[config.mk]
export PLATFORM = sky130hd
export DESIGN_NAME = run_len_detector
export DESIGN_NICKNAME = d
export VERILOG_FILES = /design/src/rtl/run_len_detector.sv
export SDC_FILE = /design/constraint.sdc
export NUM_CORES = 1
export LEC_CHECK = 0
export CAP_MARGIN = 20
export CORE_UTILIZATION = 42
export DETAILED_ROUTE_END_ITERATION = 8
export PLACE_DENSITY = 0.74
export SYNTH_ARGS = -nofsm -noshare
export SYNTH_HDL_FRONTEND = slang
export SYNTH_SLANG_ARGS = --single-unit
[constraint.sdc]
create_clock -name clk -period 1.64 [get_ports clk]
set_input_delay 0.164 -clock clk [delete_from_list [all_inputs] [get_ports clk]]
set_output_delay 0.164 -clock clk [all_outputs]
set_load 0.02 [all_outputs]
[src/rtl/run_len_detector.sv]
// rtl/run_len_detector.sv - detects RUN_LEN consecutive equal bits on a gated serial input
//
// Purpose:
//   Samples serial bit w on rising clk edges where en=1 and raises z (registered,
//   Moore) once RUN_LEN consecutive identical bits have been seen, for either polarity.
//   restart_mode selects overlapping (z holds while the run continues) or
//   non-overlapping blocks (each detection needs a fresh block of RUN_LEN bits).
//
// Ports:
//   clk           in   1      rising-edge clock
//   aclr          in   1      asynchronous active-low reset
//   en            in   1      sample strobe; all registers hold when 0
//   w             in   1      serial data bit
//   restart_mode  in   1      0 = saturate/overlap, 1 = non-overlapping blocks
//   z             out  1      run detected
//   run_len       out  CNT_W  length of current run, saturates at RUN_LEN
//   run_val       out  1      bit value of current run
//   evt_cnt       out  EVT_W  detections since reset, wraps silently
//   state         out  2      0 IDLE, 1 RUN, 2 HIT

module run_len_detector #(
    parameter int RUN_LEN = 4,
    parameter int CNT_W   = $clog2(RUN_LEN + 1),
    parameter int EVT_W   = 8
) (
    input  logic             clk,
    input  logic             aclr,
    input  logic             en,
    input  logic             w,
    input  logic             restart_mode,
    output logic             z,
    output logic [CNT_W-1:0] run_len,
    output logic             run_val,
    output logic [EVT_W-1:0] evt_cnt,
    output logic [1:0]       state
);

    typedef enum logic [1:0] {
        IDLE = 2'd0,
        RUN  = 2'd1,
        HIT  = 2'd2,
        BAD  = 2'd3
    } state_t;

    localparam logic [CNT_W-1:0] LEN_ONE = CNT_W'(1);
    localparam logic [CNT_W-1:0] LEN_MAX = CNT_W'(RUN_LEN);

    state_t           state_q, state_n;
    logic [CNT_W-1:0] len_q, len_n;
    logic             val_q, val_n;
    logic [EVT_W-1:0] cnt_q, cnt_n;
    logic             z_q, z_n;

    always_ff @(posedge clk or negedge aclr) begin
        if (!aclr) begin
            state_q <= IDLE;
            len_q   <= '0;
            val_q   <= 1'b0;
            cnt_q   <= '0;
            z_q     <= 1'b0;
        end else begin
            state_q <= state_n;
            len_q   <= len_n;
            val_q   <= val_n;
            cnt_q   <= cnt_n;
            z_q     <= z_n;
        end
    end

    always_comb begin
        state_n = state_q;
        len_n   = len_q;
        val_n   = val_q;
        cnt_n   = cnt_q;
        z_n     = z_q;
        if (en) begin
            case (state_q)
                RUN: begin
                    if (w == val_q) begin
                        // In RUN the length is at most RUN_LEN-1, so +1 cannot overflow.
                        len_n = len_q + LEN_ONE;
                        if (len_n == LEN_MAX) begin
                            state_n = HIT;
                            cnt_n   = cnt_q + EVT_W'(1);
                        end
                    end else begin
                        len_n = LEN_ONE;
                        val_n = w;
                    end
                end
                HIT: begin
                    if (w != val_q) begin
                        state_n = RUN;
                        len_n   = LEN_ONE;
                        val_n   = w;
                    end else if (restart_mode) begin
                        // Current bit starts the next non-overlapping block.
                        state_n = RUN;
                        len_n   = LEN_ONE;
                    end
                end
                default: begin
                    // IDLE, and recovery from the unused encoding.
                    state_n = RUN;
                    len_n   = LEN_ONE;
                    val_n   = w;
                end
            endcase
            z_n = (state_n == HIT);
        end
    end

    assign z       = z_q;
    assign run_len = len_q;
    assign run_val = val_q;
    assign evt_cnt = cnt_q;
    assign state   = state_q;

endmodule
==> run_1/m1.png <==
Bar = 10 µm.
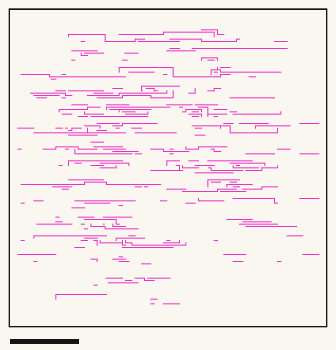
longest straight run = 13.8 µm
wire length on this layer = 723 µm
main direction = horizontal
share of all routed wire = 44%
nets with wire on the layer = 99
Vias: 653
Post-Route WL: 1656 µm

==> run_1/route_heat.png <==
Bar = 10 µm. The die is cut into 9 by 9 equal tiles; dark blue is low, red is high, scaled to the fullest tile. Values are wire area over tile area, all layers added.
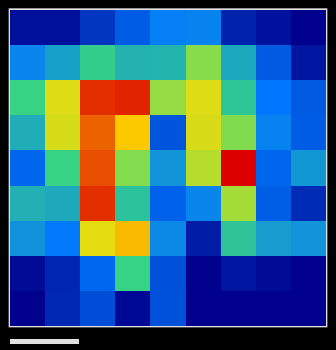
emptiest ninth of the die = south-east
fullest tile = 0.36
densest ninth of the die = west
tiles over half the peak = 24%
DR WL/cell: 12.94 µm
All-Layer GR Usage: 17.38%

==> run_1/clock_nets.png <==
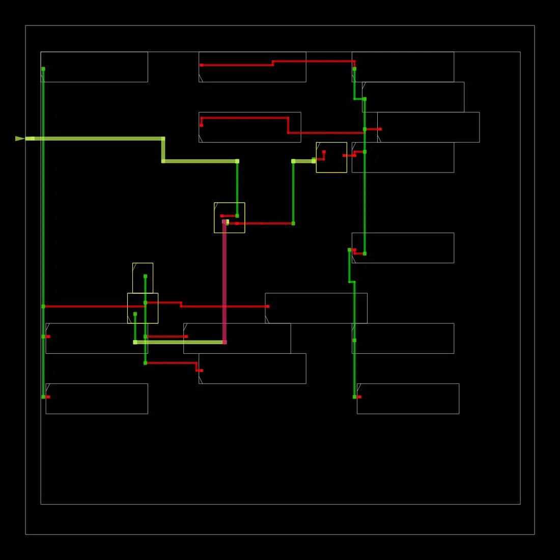
clk pwr: 0.214 mW
clock buffers: 3
Final Skew: 0.0008183 ns
CTS Buf Count: 3
Flops: 15

==> impl_metrics.py, run 1 <==
# Metrics from the implementation run
metrics = {
    "run_status": {
        "status": "complete, no violations",
    },
    "setup_path": {
        "r2r_end": "evt_cnt[5]",
        "cp.required_ns": 1.85,
        "critPathSlowestCell": "dfrtp_2",
        "cpPeakStageDelay_ns": 0.41,
        "critPathMaxFanout": 4,
        "cp-end-kind": "flip-flop",
        "r2r-start": "run_len[0]",
        "worstSetupStartpointType": "flip-flop",
        "cpLargestDelayFamily": "simple AND/OR/NAND/NOR gates",
        "rrSetupSlack_ns": 0.06,
        "cp.buffers_inverters": 0,
        "crit_type": "reg2reg",
        "crit_start": "run_len[0]",
        "cp.arrival_ns": 1.79,
        "crit_chain": "ha_2, xor2_4, nand4_4, nor3_1, xor2_1",
        "r2r_cells": 5,
    },
    "global_route": {
        "grt_pass1_vias": 603,
        "grt_remaining_overflow": 0,
        "grt_pass1_wl_um": 2546,
        "grt_max_degree": 16,
        "antenna_found_initial": 0,
    },
    "die": {
        "die-area_um2": 2107,
        "core-area_um2": 1764,
        "die_h_um": 45.90,
        "initCoreUtil_pct": 45.89,
        "die_w_um": 45.90,
        "num_rows": 15,
        "io_pins": 20,
    },
    "logic_synthesis": {
        "ys_seq_share_pct": 46.37,
        "yosys_area_um2": 809.5,
        "yosysCellCount": 73,
        "syn-num-nets": 83,
        "syn_area_um2": 809.5,
        "synth-async-reset-ratio_pct": 100.0,
        "ys_warn_count": 0,
        "synth.avg_cell_area_um2": 11.09,
        "synth-edff-count": 0,
        "synth_cell_types": 29,
        "syn_inst": 73,
        "ff_type": "dfrtp_1",
        "synth_flop_count": 15,
    },
    "timing": {
        "timing.final.crit_share_pct": 96.29,
        "clock.fmax_mhz": 633.2,
        "setup_viol": 0,
        "tns_ns": 0,
        "hold_viol_final": 0,
        "rsz0062_at_grt": "yes",
        "worst_slew_pin_slew_ns": 0.3416,
        "slew_violations": 0,
        "fin_ws_ns": 0.06083,
        "finalCriticalPeriod_ns": 1.579,
        "hold_ws_ns": 0.1819,
        "relSlewSlack_pct": 76.99,
    },
    "cts": {
        "cts_root_buf": "clkbuf_4",
        "clkSinkCount": 15,
        "postCtsHoldBufs": 0,
        "clk_latency_ns": 0.29,
        "cts_tree": "yes",
        "clkTransAtPathRegs_ns": 0.09,
        "htreeDepth": 1,
        "cts_buffer_depth": 2,
    },
    "pwr": {
        "p_per_area_nw_per_um2": 1177,
        "leakagePower_nw": 0.5347,
        "vdd_drop_max_mv": 0.6533,
        "finalPower_mw": 1.409,
    },
    "placed_design": {
        "numPlacedInstances": 123,
        "gp_congestion": 0.7767,
        "hpwl_um": 1169,
        "preCtsSetupSlack_ns": -0.03962,
        "io_buffers": 19,
        "placed_area_um2": 1079,
    },
    "flow_run": {
        "warnings": 29,
        "max_cap_violations": 0,
    },
    "final_layout": {
        "design_area_um2": 1197,
        "final_common_cell": "clkdlybuf4s50_1",
        "fillers": 144,
        "final-seq-area_um2": 380.4,
        "drive_above_1_share_pct": 30.10,
        "fin_cells": 128,
        "mostFrequentLayoutCells": "19 x clkdlybuf4s50_1, 11 x dfrtp_1, 9 x buf_4, 8 x nand2_1, 5 x xnor2_1",
        "nNetsFinal": 114,
        "area_growth_pct": 47.91,
        "post-route-util_pct": 67.87,
        "multiInputGateArea_um2": 485.5,
        "n_antenna_cell": 0,
    },
    "drt": {
        "firstDrtPassIters": 4,
        "avgViaCountPerCell": 5.102,
        "drt-initial-drc-count": 18,
        "drtAntennaViolNets": 0,
        "drc": 0,
    },
    "min_path": {
        "worstHoldPathType": "in2async",
    },
}
-- run 1: per-layer routing --
metal	track usage, %	wire [µm]	vias to the layer above
met4	5.882	10	0
li1	-	-	318
met2	28.73	855	20
met1	21.64	722	313
met5	0	0	-
met3	4.762	67	2
-- run 1: cells in the mapped netlist, drive strengths merged, types with 2 or more instances --
| master | count | area, µm² |
|---|---|---|
| inv | 4 | 15.01 |
| and3 | 2 | 13.77 |
| xnor2 | 6 | 60.06 |
| o21ai | 2 | 10.01 |
| nor2 | 2 | 7.510 |
| buf | 2 | 22.52 |
| a22o | 2 | 17.52 |
| a21oi | 2 | 10.01 |
| xor2 | 4 | 35.03 |
| ha | 5 | 62.56 |
| nor3 | 3 | 15.01 |
| nand4 | 4 | 31.28 |
| dfrtp | 15 | 375.4 |
| nand2 | 8 | 30.03 |
-- run 1: power by group --
group          total (mW)  internal (mW)  switching (mW)
sequential          0.492          0.433          0.0584
combinational       0.703          0.346           0.357
clock               0.214         0.0907           0.124
-- run 1: worst max-delay path by stage --
stage	slack, ns	to	depth (start not counted)
detailed placement	-0.04	evt_cnt[7]	5
CTS	0.002	evt_cnt[7]	5
floorplan	0.004	z	7
global route	-0.02	run_len[2]	7
global placement	0.006	evt_cnt[7]	5
finish	0.06	evt_cnt[5]	5
-- run 1: final cells by class --
type | count | area share, %
inverters | 4 | 1.254
well taps | 25 | 2.612
repair buffers | 28 | 21.53
multi-input cells | 52 | 40.54
clock buffers | 3 | 1.881
clock inverters | 1 | 0.4180
flip-flops and latches | 15 | 31.77
-- run 1: registers in the layout, indices dropped and copies added (netlist names) --
register / count
evt_cnt: 8
run_len: 3
state: 2
run_val: 1
z: 1
-- run 1: cells by family after synthesis --
| kind of cell | after synthesis | share of synthesized area, % |
|---|---|---|
| xor gates and xnor gates | 10 | 11.75 |
| DFF | 15 | 46.37 |
| AOI/OAI and AO/OA | 11 | 10.05 |
| and+or+nand+nor | 24 | 16.85 |
| adders and majority gates | 5 | 7.728 |
| buffers and inverters | 6 | 4.636 |
| muxes | 2 | 2.627 |
-- run 1: timing repair --
item                       in CTS  in global routing
gates cloned                    0                  0
setup buffers                   0                  1
setup endpoints to repair       6                 10
resized                         1                 12
pin swaps                       0                  4
==> run_1/pinout.png <==
Bar = 10 µm. Pins as bars across the die edge, other pins in gray.
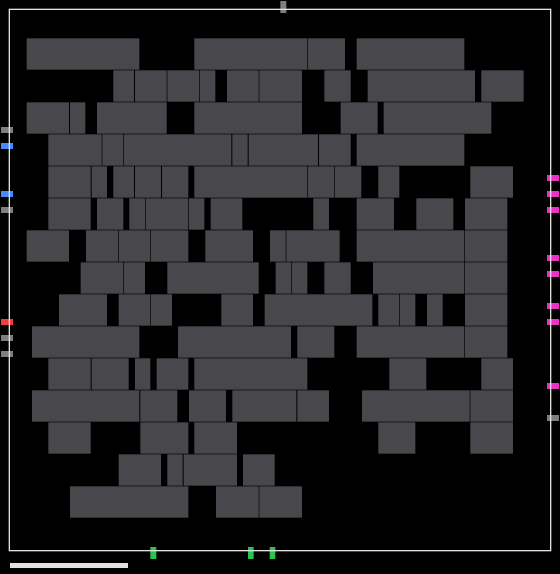

--- run 2 (diff from run 1) ---
CELL_PAD_IN_SITES_DETAIL_PLACEMENT = 1   (was not set)
CELL_PAD_IN_SITES_GLOBAL_PLACEMENT = 2   (was not set)
CORE_MARGIN = 2   (was not set)
CORE_UTILIZATION = 27   (was 42)
PLACE_DENSITY = 0.75   (was 0.74)
==> run_2/pinout.png <==
Bar = 20 µm. Pins as bars across the die edge, other pins in gray.
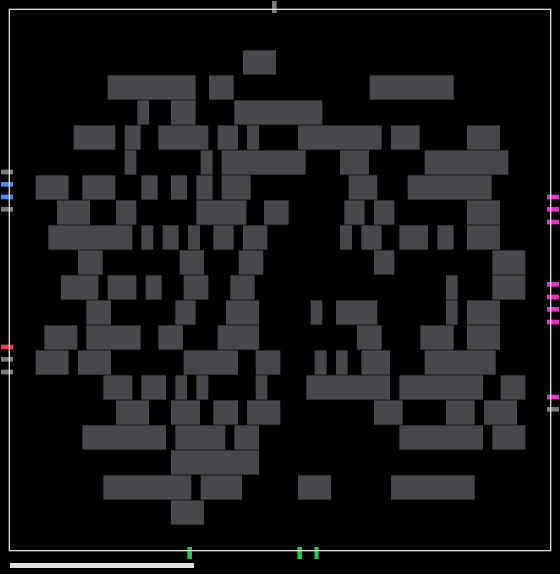
evt_cnt -> magenta  # pins 8, direction output, edge east
state -> blue  # pins 2, direction output, edge west
run_len -> green  # pins 3, direction output, edge south
en -> red  # pins 1, direction input, edge west
all pins by edge = 9 east, 7 west, 3 south, 1 north
die y size: 58.76 µm
chip width: 58.76 µm
PortBufs: 19

==> run 2 against run 1 <==
Against the previous run:
- the run now ends with design-rule violations left
- routed wire length rose by 5.1%
- fmax is 1.3% higher
- global-route usage decreased by 5.5 points
- highest routed layer is now met3
- clock-buffer cell count increased by 1
- critical endpoint is now state[1]
- largest power group unchanged
- hold slack gained 0.015 ns
- critical path type unchanged
- critical path depth stayed put
- clock power fell by 2%
- power shrank 5.6%
- non-clock buffer count increased by 3
- flip-flop count unchanged
- largest cell class unchanged
- sequential share of layout area rose by 0.89 points
==> impl_metrics.py, run 2 <==
# Metrics from the implementation run
metrics = {
    "run_status": {
        "status": "complete, but fails checks",
        "violations": "design-rule violations",
    },
    "timing": {
        "rsz0062_at_grt": "no",
        "clock.fmax_mhz": 641.4,
        "timing.final.crit_share_pct": 95.06,
        "tns_ns": 0,
        "slew_violations": 0,
        "worst_slew_pin_slew_ns": 0.3515,
        "hold_ws_ns": 0.1973,
        "hold_viol_final": 0,
        "relSlewSlack_pct": 76.32,
        "setup_viol": 0,
        "finalCriticalPeriod_ns": 1.559,
        "clock_skew_ns": 0.01064,
    },
    "final_layout": {
        "design_area_um2": 1165,
        "fillers": 322,
        "area_growth_pct": 43.90,
        "multiInputGateArea_um2": 424.2,
        "post-route-util_pct": 41.53,
        "final_common_cell": "clkdlybuf4s50_1",
        "mostFrequentLayoutCells": "19 x clkdlybuf4s50_1, 12 x buf_4, 11 x dfrtp_1, 8 x nand2_1, 5 x xnor2_1",
        "nNetsFinal": 117,
        "drive_above_1_share_pct": 28.30,
        "final-seq-area_um2": 380.4,
        "n_antenna_cell": 0,
        "largest_reg_flops": 8,
    },
    "logic_synthesis": {
        "synth-edff-count": 0,
        "top_cell": "dfrtp_1",
        "top_area_cell": "dfrtp_1",
        "common_cells": "15 x dfrtp_1, 8 x nand2_1, 5 x ha_1, 5 x xnor2_1",
        "syn-num-nets": 83,
        "ys_seq_share_pct": 46.37,
        "ys_warn_count": 0,
        "synth_cell_types": 29,
        "yosys_area_um2": 809.5,
        "synthTopCellsByArea": "dfrtp_1 46%, ha_1 7.7%, xnor2_1 5.4%",
        "syn_area_um2": 809.5,
        "top_area_share_pct": 46.37,
        "synth-async-reset-ratio_pct": 100.0,
        "syn_inst": 73,
        "synth.avg_cell_area_um2": 11.09,
        "ff_type": "dfrtp_1",
        "yosysCellCount": 73,
        "synth_flop_count": 15,
    },
    "global_route": {
        "grt_max_degree": 16,
        "grt_pass1_wl_um": 3125,
        "antenna_found_initial": 0,
        "grt_pass1_vias": 707,
        "grt_remaining_overflow": 0,
        "grt_usage_pct": 11.85,
    },
    "cts": {
        "clk_latency_ns": 0.28,
        "htreeDepth": 1,
        "cts_setup_buffers": 0,
        "clkTransAtPathRegs_ns": 0.10,
        "numCtsBuffers": 3,
        "clkSinkCount": 15,
        "cts_buffer_depth": 2,
        "cts_tree": "yes",
        "cts_root_buf": "clkbuf_4",
    },
    "die": {
        "io_pins": 20,
        "num_rows": 19,
        "initCoreUtil_pct": 28.86,
        "core-area_um2": 2805,
        "die-area_um2": 3452,
    },
    "drt": {
        "vias": 651,
        "drt_wl_total_um": 1740,
        "firstDrtPassIters": 6,
        "avgViaCountPerCell": 4.752,
        "drt-initial-drc-count": 22,
        "drc": 3,
        "drtAntennaViolNets": 0,
        "wire_per_inst_um": 12.70,
    },
    "setup_path": {
        "crit_type": "reg2reg",
        "cp.required_ns": 1.80,
        "worstSetupStartpointType": "flip-flop",
        "cp.arrival_ns": 1.72,
        "critPathMaxFanout": 6,
        "cp-end-kind": "flip-flop",
    },
    "placed_design": {
        "gp_congestion": 0.7685,
        "placed_area_um2": 1116,
        "hpwl_um": 1406,
    },
    "pwr": {
        "p_per_area_nw_per_um2": 1142,
        "leakagePower_nw": 0.5344,
        "vdd_drop_max_mv": 0.4076,
    },
    "flow_run": {
        "warnings": 28,
        "max_cap_violations": 0,
    },
    "min_path": {
        "worstHoldPathType": "in2async",
    },
}
==> run 2: cell counts after synthesis <==
No cell type changed its count.
==> run 2: cells by family (layout without fill, tap and decap cells) <==
family / count (synthesis) / after routing / synth area share [%]
simple gates: 24 / 24 / 16.85
fa+ha+maj: 5 / 5 / 7.728
mux: 2 / 2 / 2.627
buf+inv: 6 / 39 / 4.636
compound gates: 11 / 11 / 10.05
xor+xnor: 10 / 10 / 11.75
flops: 15 / 15 / 46.37
==> run 2: final timing paths <==
path,slack (ns),endpoint,cells after the start,startpoint
worst max-delay path,0.08,state[1],5,state[0]
worst min-delay path,0.20,evt_cnt[6],2,aclr
worst max register to register,0.08,state[1],5,state[0]
worst min register to register,0.47,evt_cnt[7],1,evt_cnt[7]
max in group asynchronous,1.23,run_len[1],2,aclr
min in group clk,0.47,evt_cnt[7],1,evt_cnt[7]
==> run 2: final cells by class <==
cell class	instances	area share, %
inverters	4	1.289
clock buffers	4	2.256
repair buffers	31	24.06
multi-input cells	52	36.41
flip-flops and latches	15	32.65
well taps	31	3.330
==> run 2: stage by stage <==
| step | power, mW | cells | setup slack, ns |
|---|---|---|---|
| 2_1_floorplan | 0.8156 | 73 | 0.003780 |
| 3_3_place_gp | 1.116 | 133 | -0.02432 |
| 3_5_place_dp | 1.126 | 133 | -0.03294 |
| 4_1_cts | 1.345 | 137 | 0.01074 |
| 5_1_grt | 1.450 | 137 | 0.003884 |
| 6_report | 1.330 | 137 | 0.08100 |
==> run 2: critical path, stage by stage, from the launching register on <==
cell and delay (ns):
dfrtp_2 0.42, ha_2 0.19, and2_1 0.16, and4_2 0.28, a311oi_2 0.28, o22ai_1 0.10
==> run 2: repair_timing <==
item / in CTS / in global routing
pin swaps: 0 / 2
hold buffers: 0 / 0
endpoints found under the setup margin: 2 / 6
gates resized: 1 / 3
==> run 2: metal layers <==
layer	routed length, µm	track usage (%)	vias up
met1	809	14.40	313
met2	853	20.63	16
met4	0	3.896	0
met5	0	0	-
li1	-	-	322
met3	77	2.637	0
==> run 2: where the power goes <==
group	switching [mW]	internal, mW
Combinational	0.301	0.325
Sequential	0.0608	0.434
Clock	0.115	0.0941
Total	0.477	0.853
No activity file was given, so power comes from the tool's default toggle rates.
